File: src/rtl/if_fetch_unit_pkg.sv
// if_fetch_unit_pkg: shared exception indices, reset vector and fetch FSM encodings
package if_fetch_unit_pkg;
  localparam int NUM_EX = 5;
  localparam int EXBITS_HI = NUM_EX - 1;
  localparam int EXBITS_LO = 0;
  localparam int EX_ADEL_BIT = 0;
  localparam int EX_RI_BIT = 1;
  localparam int EX_OV_BIT = 2;
  localparam int EX_SYS_BIT = 3;
  localparam int EX_BP_BIT = 4;
  localparam logic [31:0] RESET_PC = 32'hBFC0_0000;
  typedef logic [EXBITS_HI:EXBITS_LO] exbits_t;
  typedef enum logic [1:0] {
    S_REQ  = 2'd0,
    S_DATA = 2'd1,
    S_HOLD = 2'd2
  } fetch_state_t;
endpackage

File: src/rtl/if_next_pc.sv
// if_next_pc: next fetch PC priority mux, flush over pending branch over pc+4
module if_next_pc (
  input  logic        flush,
  input  logic [31:0] ex_target,
  input  logic        br_pend,
  input  logic [31:0] br_target,
  input  logic [31:0] pc,
  output logic [31:0] next_pc
);
  assign next_pc = flush ? ex_target : br_pend ? br_target : pc + 32'd4;
endmodule

File: src/rtl/if_fetch_unit.sv
// if_fetch_unit: MIPS IF stage, single-outstanding fetch into IF/ID with delay-slot branches, flush, ADEL; FETCH_STALL_CNT_EN adds a DATA-wait counter
module if_fetch_unit #(
  parameter logic [31:0] RESET_PC = if_fetch_unit_pkg::RESET_PC,
  parameter int NUM_EX = if_fetch_unit_pkg::NUM_EX,
  parameter int EX_ADEL_BIT = if_fetch_unit_pkg::EX_ADEL_BIT
) (
  input  logic              clk,
  input  logic              reset,
  output logic              inst_req,
  output logic [31:0]       inst_addr,
  input  logic              inst_addr_ok,
  input  logic              inst_data_ok,
  input  logic [31:0]       inst_rdata,
  input  logic              id_allowin,
  input  logic              br_taken,
  input  logic [31:0]       br_target,
  input  logic              ex_flush,
  input  logic [31:0]       ex_target,
  output logic              if_valid,
  output logic [31:0]       if_pc,
  output logic [31:0]       if_inst,
  output logic [NUM_EX-1:0] if_ex,
  output logic [31:0]       fetch_stall_cnt
);
  import if_fetch_unit_pkg::*;
  fetch_state_t state, state_n;
  logic [31:0] pc, pc_n, br_tgt, br_tgt_n, br_sel, next_pc;
  logic br_pend, br_pend_n, cancel, cancel_n, cap_inst, cap_adel, misaligned;
  assign misaligned = pc[1:0] != 2'b00;
  assign br_sel = br_taken ? br_target : br_tgt;
  assign inst_req = ~reset & (state == S_REQ) & ~misaligned;
  assign inst_addr = pc;
  assign if_valid = ~reset & (state == S_HOLD);
  if_next_pc u_next_pc (
    .flush     (ex_flush),
    .ex_target (ex_target),
    .br_pend   (br_pend | br_taken),
    .br_target (br_sel),
    .pc        (pc),
    .next_pc   (next_pc)
  );
  always_comb begin
    state_n = state;
    pc_n = pc;
    cancel_n = cancel;
    br_pend_n = br_pend | br_taken;
    br_tgt_n = br_sel;
    cap_inst = 1'b0;
    cap_adel = 1'b0;
    case (state)
      S_REQ: begin
        cap_adel = misaligned;
        state_n = misaligned ? S_HOLD : inst_addr_ok ? S_DATA : S_REQ;
      end
      S_DATA: begin
        cap_inst = inst_data_ok & ~cancel;
        cancel_n = cancel & ~inst_data_ok;
        state_n = ~inst_data_ok ? S_DATA : cancel ? S_REQ : S_HOLD;
      end
      S_HOLD: if (id_allowin) begin
        state_n = S_REQ;
        pc_n = next_pc;
        br_pend_n = 1'b0;
      end
      default: state_n = S_REQ;
    endcase
    // a fetch already handed to the bus must still be drained, its word dropped via cancel
    if (ex_flush) begin
      pc_n = next_pc;
      br_pend_n = 1'b0;
      cap_inst = 1'b0;
      cap_adel = 1'b0;
      state_n = ((state == S_DATA) && !inst_data_ok) ||
                ((state == S_REQ) && inst_addr_ok && !misaligned) ? S_DATA : S_REQ;
      cancel_n = state_n == S_DATA;
    end
  end
  always_ff @(posedge clk) begin
    if (reset) begin
      state <= S_REQ;
      pc <= RESET_PC;
      br_pend <= 1'b0;
      br_tgt <= '0;
      cancel <= 1'b0;
      if_pc <= '0;
      if_inst <= '0;
      if_ex <= '0;
    end else begin
      state <= state_n;
      pc <= pc_n;
      br_pend <= br_pend_n;
      br_tgt <= br_tgt_n;
      cancel <= cancel_n;
      if (cap_inst || cap_adel) begin
        if_pc <= pc;
        if_inst <= cap_inst ? inst_rdata : 32'd0;
        if_ex <= cap_adel ? NUM_EX'(1) << EX_ADEL_BIT : '0;
      end
    end
  end
`ifdef FETCH_STALL_CNT_EN
  logic [31:0] stall_cnt;
  always_ff @(posedge clk) begin
    if (reset)
      stall_cnt <= '0;
    else if ((state == S_DATA) && !inst_data_ok && (stall_cnt != 32'hFFFF_FFFF))
      stall_cnt <= stall_cnt + 32'd1;
  end
  assign fetch_stall_cnt = stall_cnt;
`else
  assign fetch_stall_cnt = '0;
`endif
endmodule

File: config.mk
export PLATFORM = sky130hd
export DESIGN_NAME = if_fetch_unit
export DESIGN_NICKNAME = d
export VERILOG_FILES = /design/src/rtl/if_fetch_unit_pkg.sv /design/src/rtl/if_next_pc.sv /design/src/rtl/if_fetch_unit.sv
export SDC_FILE = /design/constraint.sdc
export NUM_CORES = 1
export LEC_CHECK = 0
export ABC_AREA = 1
export CAP_MARGIN = 0
export CELL_PAD_IN_SITES_DETAIL_PLACEMENT = 0
export CELL_PAD_IN_SITES_GLOBAL_PLACEMENT = 1
export CORE_MARGIN = 8
export CORE_UTILIZATION = 31
export DETAILED_ROUTE_END_ITERATION = 6
export GPL_TIMING_DRIVEN = 0
export PLACE_DENSITY = 0.79
export SYNTH_ARGS = -nofsm -noshare
export SYNTH_HDL_FRONTEND = slang
export SYNTH_SLANG_ARGS = --single-unit
File: constraint.sdc
create_clock -name clk -period 2.05 [get_ports clk]
set_input_delay 0.5125 -clock clk [delete_from_list [all_inputs] [get_ports clk]]
set_output_delay 0.5125 -clock clk [all_outputs]
set_load 0.005 [all_outputs]
Run 1, sequential cells grouped by signal name:
Scale bar: 50 um.
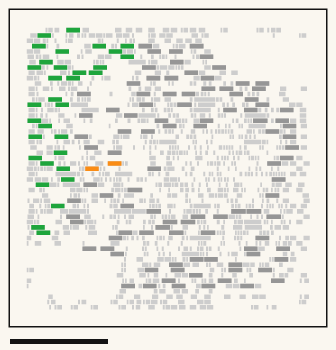
orange -> state  # flops 2
green -> if_inst  # flops 32
Final Util: 46.4%
FF+latch area: 0.00268 sq mm
seq pwr: 2920 uW

Run 1, cells by drive strength:
Scale bar: 50 um.
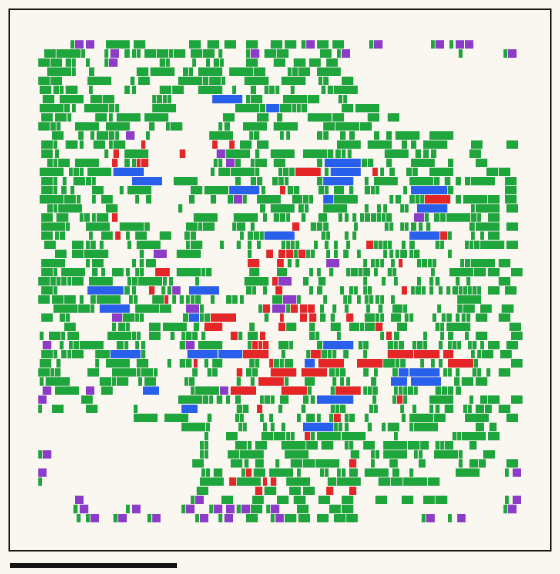
blue -> x6 and larger  # cells 30
red -> x2  # cells 77
purple -> x3 and x4  # cells 53
green -> x1 and smaller  # cells 1,042
post-route cell area: 0.00969 sq mm
Non-clk bufs: 283

Run 1, congestion heat map:
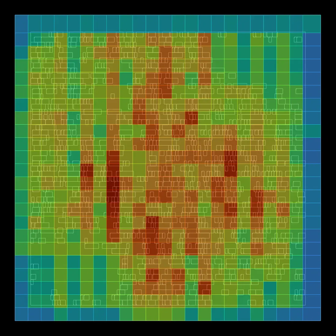
GRT Util Overall: 18.9%
average routed wire per standard cell: 16.6 um
grt met2 use: 31.8%
GRT met1 Usage: 22.1%
GR peak layer: met2

run 1: final cells by class:
class	instances	area, sq um
fill	2154	11200
clock buffer	18	439
inverter	58	218
sequential	133	2680
clock inverter	14	198
buffer	84	528
timing repair buffer	199	1990
tap	275	344
multi-input combinational	696	3290
run 1: through the flow:
step	power [uW]	worst slack, ns	instance area [sq um]	cells
2_1_floorplan	3550	0.154	6670	971
3_3_place_gp	4270	-1.16	9010	1445
3_5_place_dp	4270	-1.16	9010	1445
4_1_cts	7610	0.00158	9670	1477
5_1_grt	7890	0.000868	9690	1477
6_report	7550	0.0563	9690	1477
run 1: cell families after synthesis:
group / after synthesis
xor+xnor: 16
fa+ha+maj: 1
buf+inv: 142
simple gates: 455
other cells: 1
flops: 133
compound gates: 171
mux: 17
run 1: what timing repair did:
action                                  in CTS  in global routing
gates resized                               18                 14
pin swaps                                    0                  0
endpoints found under the hold margin        0                  0
endpoints found under the setup margin      10                 41
buffers inserted                             0                  0
run 1: tightest hold or removal path, stage by stage (launching register included):
cell and delay [ns]:
dfxtp_1 0.31, nand2_1 0.06, a21oi_1 0.05
run 1: sequential cells by signal, indices dropped and copies added, names as in the netlist:
signal     cells
if_ex          1
inst_addr     32
cancel         1
if_inst       32
if_pc         32
br_pend        1
br_tgt        32
state          2
run 1: final timing paths:
kind | from | endpoint | slack, ns | depth (start not counted)
worst min register to register | if_inst[7] | if_inst[7] | 0.46 | 2
worst max register to register | inst_addr[3] | inst_addr[14] | 0.18 | 11
worst min-delay path | if_inst[7] | if_inst[7] | 0.46 | 2
worst max-delay path | inst_addr[23] | inst_addr[23] | 0.06 | 1
run 1: cells in the final DEF (no fill, tap or decap), types with 3 or more instances in the layout:
| cell type | count |
|---|---|
| inv_2 | 9 |
| o211ai_1 | 5 |
| dfxtp_2 | 15 |
| xnor2_1 | 6 |
| or2_2 | 7 |
| bufinv_16 | 4 |
| o21ai_0 | 53 |
| buf_4 | 41 |
| nand3_1 | 28 |
| clkdlybuf4s50_1 | 196 |
| nand2_2 | 9 |
| nand4_1 | 4 |
| o21a_1 | 12 |
| clkbuf_16 | 17 |
| a21oi_1 | 85 |
| clkbuf_1 | 14 |
| conb_1 | 36 |
| xor2_1 | 10 |
| dfxtp_1 | 118 |
| or2_1 | 7 |
| inv_1 | 49 |
| buf_2 | 19 |
| buf_1 | 5 |
| nor2_4 | 5 |
| nor2_2 | 10 |
| nand2_1 | 220 |
| o21ai_1 | 10 |
| clkbuf_8 | 3 |
| nor2_1 | 158 |
| nor3_1 | 3 |
| inv_6 | 4 |
| mux2i_1 | 17 |
run 1: layer usage:
metal	routed length (um)	share of wire (%)	up-vias	global-route usage, %
met5	13	0.053	-	0
met4	250	1.0	2	5.01
met3	1990	8.1	21	7.30
met2	11600	48	204	31.8
met1	10600	43	3065	22.1
li1	-	-	3411	-
run 1: power by group through the flow:
stage | Clock (uW) | Combinational (uW) | Sequential, uW
2_1_floorplan | 0 | 624 | 2930
4_1_cts | 3380 | 1310 | 2920
3_5_place_dp | 0 | 1310 | 2970
3_3_place_gp | 0 | 1300 | 2970
5_1_grt | 3500 | 1440 | 2940
6_report | 3330 | 1300 | 2920
==> run notes, run 1 <==
yosys + openroad results -> status completed, layout cells sized above 1 13.3%, syn_area_per_cell around 7.0 sq um, Cell variety after synth 36, Power Internal 5510 uW, worst-case vdd ir drop approximately 0.53 mV, Logic pwr share roughly 17%, AO/OA Area Share 14.0%, CTS Sinks between 100 and 150, Syn Std Cell Area around 0.0065 sq mm, mux share 2.60%, die width approximately 160 um, Final HPWL DP between 15,000 and 20,000 um, #FFs+latches synth 133, initial antenna violation count 1, CP bufs+invs 1, Via-to-Cell Ratio 4.54, Max-slew headroom a little under three fifths, Crit. End Element primary output, post-synth top area cell dfxtp_1, Worst Path Arrival approximately 1.5 ns, Pre-antenna DRT Iters 4, Setup Viol. Count Final 0, CTS buffer count 17, chip area in the Yosys report around 0.0065 sq mm, part of the cycle the worst path needs between 90 and 100%, Switch Pwr 2040 uW, top cells, area dfxtp_1 41%, nand2_1 13%, nor2_1 9.1%, area delta synth->final 48.2%, Final Hold Viols 0, DR DRC count 0, wire length of the first global-routing pass approximately 38,000 um, vias between 6,000 and 7,000, Final Wtd Congestion 0.883, number of enable flip-flop cells 0, setup repair after global routing missed its margin no, Critical Path Slowest Stage Cell clkdlybuf4s50_1, most frequent cells after synthesis 220 x nand2_1, 158 x nor2_1, 133 x dfxtp_1, 85 x a21oi_1, 53 x o21ai_0, Clock transition at path regs approximately 0.060 ns, # Cells Yosys around 940, Vert. Die Dim 161 um, static leakage ~0.0041 uW, DR iter-0 viols roughly 330, clock skew just under 0.01 ns, Final min period about 2.0 ns, vias in the first global route ~6,700, Switching Share 27.0%, dominant kind of combinational cell simple AND/OR/NAND/NOR gates, Simple-Gate Fraction of Synth Area a little under 30%, Adders+Majority by Area less than 1%, Main synth FF type dfxtp_1, Max FO, Critical Path 5, async set or reset register ratio after synthesis 0%, YS warnings 0, tightest hold margin approximately 0.46 ns, Worst-Margin Slew 0.639 ns, tool warnings 26, CP delay by family, top buffers and inverters, ANT nets after route 0, clk buf depth 2, CTS root buf clkbuf_16, FMAX 502 MHz, CTS tree done, Worst EP required between 1.5 and 2 ns, I/O Buffers between 150 and 200, crit-path cells clkdlybuf4s50_1, pwr dens around 780 mW/mm^2, cts hold-fix bufs 0, num rows 53, Clock Power Share between 40% and 50%, Ports around 240, post-synth top area share roughly 41%, startpoint types flop, initial core utilization between 30% and 40%, count leader, synth nand2_1, critical path class reg2out, XOR Share, Synth approximately 2.1%
==> inputs of run 2 (changes only) <==
- CORE_UTILIZATION: 31 -> 33
- PLACE_DENSITY: 0.79 -> 0.83
- clock period: 2.05 -> 2.3 ns (I/O delays scaled with it)
Run 2, cells coloured by class:
Scale bar: 50 um.
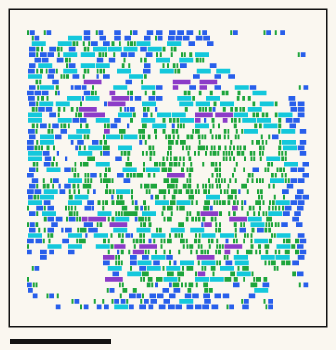
green -> remaining logic cells  # cells 754
cyan -> sequential cells  # cells 133
blue -> remaining buffers and delay cells  # cells 283
purple -> clock drivers and dummy loads  # cells 32
Final Util: 49.4%
num rows: 51
flop share of the area: 27.7%
post-route cell area: 0.00962 sq mm

==> run notes, run 2 <==
yosys + openroad results -> post-synth top area cell dfxtp_1, async set or reset register ratio after synthesis 0% (unchanged), Final Hold Viols 0 (unchanged), Setup Viol. Count Final 0 (unchanged), most frequent cells after synthesis 220 x nand2_1, 158 x nor2_1, 133 x dfxtp_1, 85 x a21oi_1, 53 x o21ai_0, average routed wire per standard cell 16.6 um (about the same), #FFs+latches synth 133 (unchanged), status completed, startpoint types input port, Setup Fix Bufs, Post-CTS 0 (unchanged), FMAX 457 MHz, worst-case vdd ir drop 0.459 mV (-13%), Final min period roughly 2.2 ns, DR iter-0 viols 433 (+32%), Worst EP required 2.65 ns (+1.11 ns), clk buf depth 2 (unchanged), Clock transition at path regs 0.07 ns (about the same), Worst-Margin Slew 0.679 ns (+0.0397 ns), Syn Std Cell Area 0.00654 sq mm (unchanged), initial core utilization 33.6% (+2.3 points), Worst Path Arrival 2.54 ns (+1.06 ns), count leader, synth nand2_1, wire length of the first global-routing pass 37,200 um (-2.2%), static leakage 0.00404 uW (-0.57%), chip area in the Yosys report 0.00654 sq mm (unchanged), ANT nets after route 0 (unchanged), pre-CTS WS -1.02 ns (+0.133 ns), most frequent logic cells in the routed design 220 x nand2_1, 197 x clkdlybuf4s50_1, 158 x nor2_1, Vert. Die Dim 157 um (-2.8%), setup repair after global routing missed its margin no, Max FO, Critical Path 10 (+5), Main synth FF type dfxtp_1, die width 157 um (-2.8%), top cells, area dfxtp_1 41%, nand2_1 13%, nor2_1 9.1%, initial antenna violation count 2 (+1), CTS tree done, pwr dens 679 mW/mm^2 (-13%), part of the cycle the worst path needs a little over nine tenths, Crit. End Element flop, layout cells sized above 1 11.8% (-1.5 points)
Run 2, gate-type map:
Scale bar: 50 um.
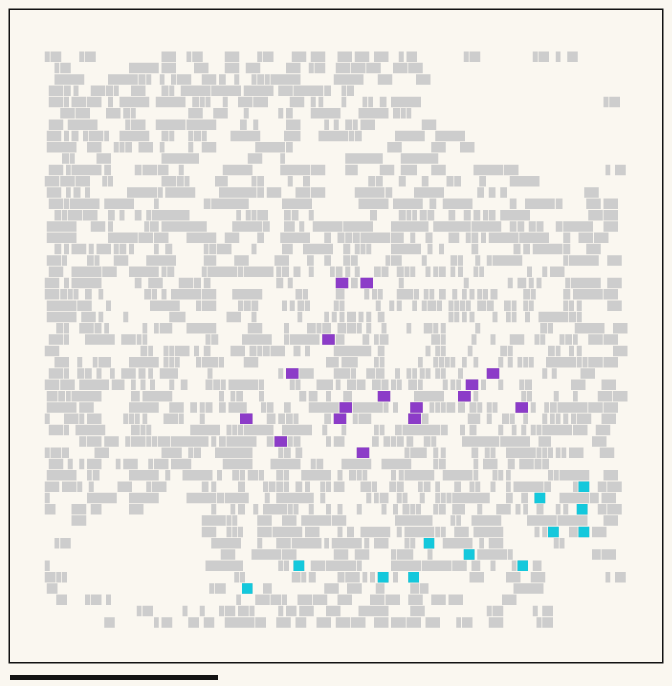
cyan -> non-inverting ao/oa cells  # cells 12
purple -> xor and xnor cells  # cells 16, where middle
logic gate fraction of the total cell area: 34.2%
most numerous logic cell after layout: nand2_1
fin cells: 1,467

[run 2: cell counts after synthesis]
No cell type changed its count.
[run 2: routing by layer]
metal	up-vias	wire length (um)	track usage, %
met5	-	27	0
met4	4	457	5.68
met3	30	2450	7.89
met2	256	11200	32.1
met1	3083	10200	23.3
li1	3414	-	-
[run 2: worst max-delay path, cell delays in order]
cell,delay [ns]
clkdlybuf4s50_1,0.59
inv_2,0.13
buf_2,0.29
buf_1,0.48
nor2_1,0.09
nor2_1,0.18
nand2_1,0.09
a21oi_2,0.10
[run 2: what timing repair did]
item,in CTS,in global routing
setup endpoints to repair,2,0
gates resized,10,0
endpoints found under the hold margin,0,0
hold buffers,0,0
[run 2: power breakdown]
part | switching, uW | internal, uW | leakage, uW
clock | 1220 | 1560 | 0.000294
combinational | 566 | 592 | 0.00266
sequential | 138 | 2460 | 0.00109
total | 1930 | 4610 | 0.00404
[run 2: path summary, 6_finish.rpt]
check,cells past startpoint,slack (ns),startpoint,to
worst max-delay path,8,0.11,ex_flush,inst_addr[11]
worst min-delay path,2,0.46,if_inst[12],if_inst[12]
worst max register to register,11,0.21,inst_addr[2],inst_addr[14]
worst min register to register,2,0.46,if_inst[12],if_inst[12]
[run 2: logic make-up (layout without fill, tap and decap cells)]
kind of cell,Yosys count,count (layout),share of synthesized area [%]
simple gates,455,455,29.3
compound gates,171,171,14.0
buf+inv,142,373,11.0
flops,133,133,40.7
mux,17,17,2.60
xor+xnor,16,16,2.14
fa+ha+maj,1,1,0.191
other cells,1,36,0.0574
[run 2: layout make-up]
cell class,instances,area [sq um]
timing repair buffer,199,1990
fill,2009,9840
sequential,133,2660
inverter,58,218
tap,265,332
clock inverter,15,181
multi-input combinational,696,3290
clock buffer,17,425
buffer,84,524
[run 2: metrics by stage]
stage | hold slack, ns | area (sq um) | utilization, % | instances
after floorplan | 0.447 | 6670 | - | 971
after global placement | 0.447 | 8990 | 46.2 | 1435
after detailed placement | 0.452 | 8990 | 46.2 | 1435
after CTS | 0.462 | 9620 | 49.4 | 1467
after global routing | 0.479 | 9620 | 49.4 | 1467
final | 0.460 | 9620 | 49.4 | 1467
==> inputs of run 3 (changes only) <==
- GPL_ROUTABILITY_DRIVEN: unset -> 0
Run 3, cells coloured by class:
Scale bar: 50 um.
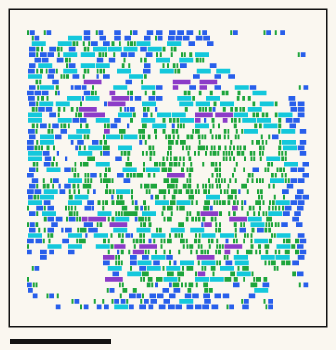
blue -> remaining buffers and delay cells  # cells 283
purple -> clock drivers and dummy loads  # cells 32
green -> remaining logic cells  # cells 754
cyan -> sequential cells  # cells 133
Std-Cell Core Area: 0.0195 sq mm

==> run notes, run 3 <==
yosys + openroad results -> most numerous logic cell after layout nand2_1, initial core utilization 33.6% (unchanged), Crit path largest cell delay 0.59 ns (about the same), Via-to-Cell Ratio ~4.6, Post-DP Area 0.00899 sq mm (unchanged), drt total wl roughly 24,000 um, Worst-Margin Slew 0.679 ns (unchanged), dominant kind of combinational cell simple AND/OR/NAND/NOR gates, DR DRC count 0, average routed wire per standard cell 16.6 um (unchanged), Vert. Die Dim 157 um (unchanged), post-synthesis sequential area ratio 40.7%, pwr dens 679 mW/mm^2 (unchanged), Final min period 2.19 ns (unchanged), FMAX 457 MHz (unchanged), chip area in the Yosys report 0.00654 sq mm (unchanged), Clock transition at path regs 0.07 ns (about the same), post-route cell area 0.00962 sq mm (unchanged), initial antenna violation count 2 (unchanged), clock skew approximately 0.0093 ns, async set or reset register ratio after synthesis 0% (unchanged), layout cells sized above 1 11.8% (unchanged), setup repair after global routing missed its margin no, Final Hold Viols 0 (unchanged), tightest hold margin 0.460 ns (unchanged), wire length of the first global-routing pass 37,200 um (unchanged), pin count of the biggest net entering global routing 17, I/O Buffers around 200, crit-path cells clkdlybuf4s50_1, inv_2, buf_2, buf_1, nor2_1, nor2_1, nand2_1, a21oi_2, Crit path top cell by count nor2_1, max-slew violation count 0, #FFs+latches synth 133 (unchanged), Critical Path Slowest Stage Cell clkdlybuf4s50_1, number of enable flip-flop cells 0, H-tree levels 4, ANT nets after route 0 (unchanged), die width 157 um (unchanged), count leader, synth nand2_1, Main synth FF type dfxtp_1, Setup Fix Bufs, Post-CTS 0 (unchanged), most frequent logic cells in the routed design 220 x nand2_1, 197 x clkdlybuf4s50_1, 158 x nor2_1, critical path class in2reg, top cells, area dfxtp_1 41%, nand2_1 13%, nor2_1 9.1%, Syn Std Cell Area 0.00654 sq mm (unchanged), CTS tree done, Cell variety after synth 36, grt total ovfl 0, mux share 2.60% (unchanged), cts hold-fix bufs 0 (unchanged), worst-case vdd ir drop 0.459 mV (unchanged), most frequent cells after synthesis 220 x nand2_1, 158 x nor2_1, 133 x dfxtp_1, 85 x a21oi_1, 53 x o21ai_0, Pre-antenna DRT Iters 5, part of the cycle the worst path needs 95.2% (unchanged), AO/OA Area Share 14.0% (unchanged), post-synth top area cell dfxtp_1, num rows 51 (unchanged), pre-CTS WS -1.02 ns (unchanged), Crit. End Element flop, clk buf depth 2 (unchanged), DR iter-0 viols 433 (unchanged), startpoint types input port, Ports roughly 240, Simple-Gate Fraction of Synth Area 29.3% (unchanged), Clock Latency Late Sink between 0.4 and 0.5 ns, Max-slew headroom 54.8%, Syn Inst Count between 900 and 1,000, PostCTS Resize Cnt 10 (unchanged), status completed, static leakage 0.00404 uW (unchanged), CTS Sinks roughly 130, Max-Cap Viols 0, Worst Path Arrival 2.54 ns (about the same), Adders+Majority by Area 0.191% (unchanged), Setup Viol. Count Final 0 (unchanged), XOR Share, Synth 2.14% (unchanged), post-route setup slack about 0.11 ns, Max FO, Critical Path 10 (unchanged), Worst EP required 2.65 ns (about the same)
Run 3, sequential cells grouped by signal name:
Scale bar: 50 um.
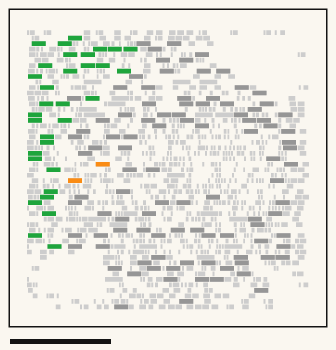
orange -> state  # flops 2
green -> if_inst  # flops 32
FF+latch area: 0.00266 sq mm
seq pwr: 2590 uW

[run 3: cell counts in the layout (fill, tap and decap cells not counted)]
Identical to the previous run, type by type.
[run 3: cell families (layout without fill, tap and decap cells)]
logic type | after synthesis | count (layout)
DFF | 133 | 133
muxes | 17 | 17
AOI/OAI and AO/OA | 171 | 171
other | 1 | 36
xor gates and xnor gates | 16 | 16
and+or+nand+nor | 455 | 455
adders and majority gates | 1 | 1
buffers and inverters | 142 | 373
[run 3: layout make-up]
cell class / count / area, sq um
timing repair buffer: 199 / 1990
tap: 265 / 332
multi-input combinational: 696 / 3290
sequential: 133 / 2660
inverter: 58 / 218
clock buffer: 17 / 425
fill: 2009 / 9840
buffer: 84 / 524
clock inverter: 15 / 181
[run 3: per-stage QoR]
stage,instances,utilization (%),TNS (ns),total power [uW]
6_report,1467,49.4,0,6530
5_1_grt,1467,49.4,0,6840
4_1_cts,1467,49.4,0,6590
3_5_place_dp,1435,46.2,-12.14,3800
3_3_place_gp,1435,46.2,-11.18,3790
2_1_floorplan,971,-,0,3170
[run 3: path summary, 6_finish.rpt]
check | from | endpoint | slack (ns) | cells past startpoint
worst min register to register | if_inst[12] | if_inst[12] | 0.46 | 2
worst max-delay path | ex_flush | inst_addr[11] | 0.11 | 8
worst max register to register | inst_addr[2] | inst_addr[14] | 0.21 | 11
worst min-delay path | if_inst[12] | if_inst[12] | 0.46 | 2
[run 3: critical path: cells and delay by family]
family          cells  cell delay, ns
compound gates      1            0.10
simple gates        3            0.36
buf+inv             4            1.49
[run 3: layer usage]
| layer | routed length, um | part of all wire (%) | vias up | GRT usage [%] |
|---|---|---|---|---|
| li1 | - | - | 3414 | - |
| met3 | 2450 | 10 | 30 | 7.89 |
| met2 | 11200 | 46 | 256 | 32.1 |
| met4 | 457 | 1.9 | 4 | 5.68 |
| met1 | 10200 | 42 | 3083 | 23.3 |
| met5 | 27 | 0.11 | - | 0 |
[run 3: report_power, final]
part | internal, uW | switching [uW]
Clock | 1560 | 1220
Sequential | 2460 | 138
Combinational | 592 | 566
Power figures rest on the tool's default switching activity, not on a simulated workload.
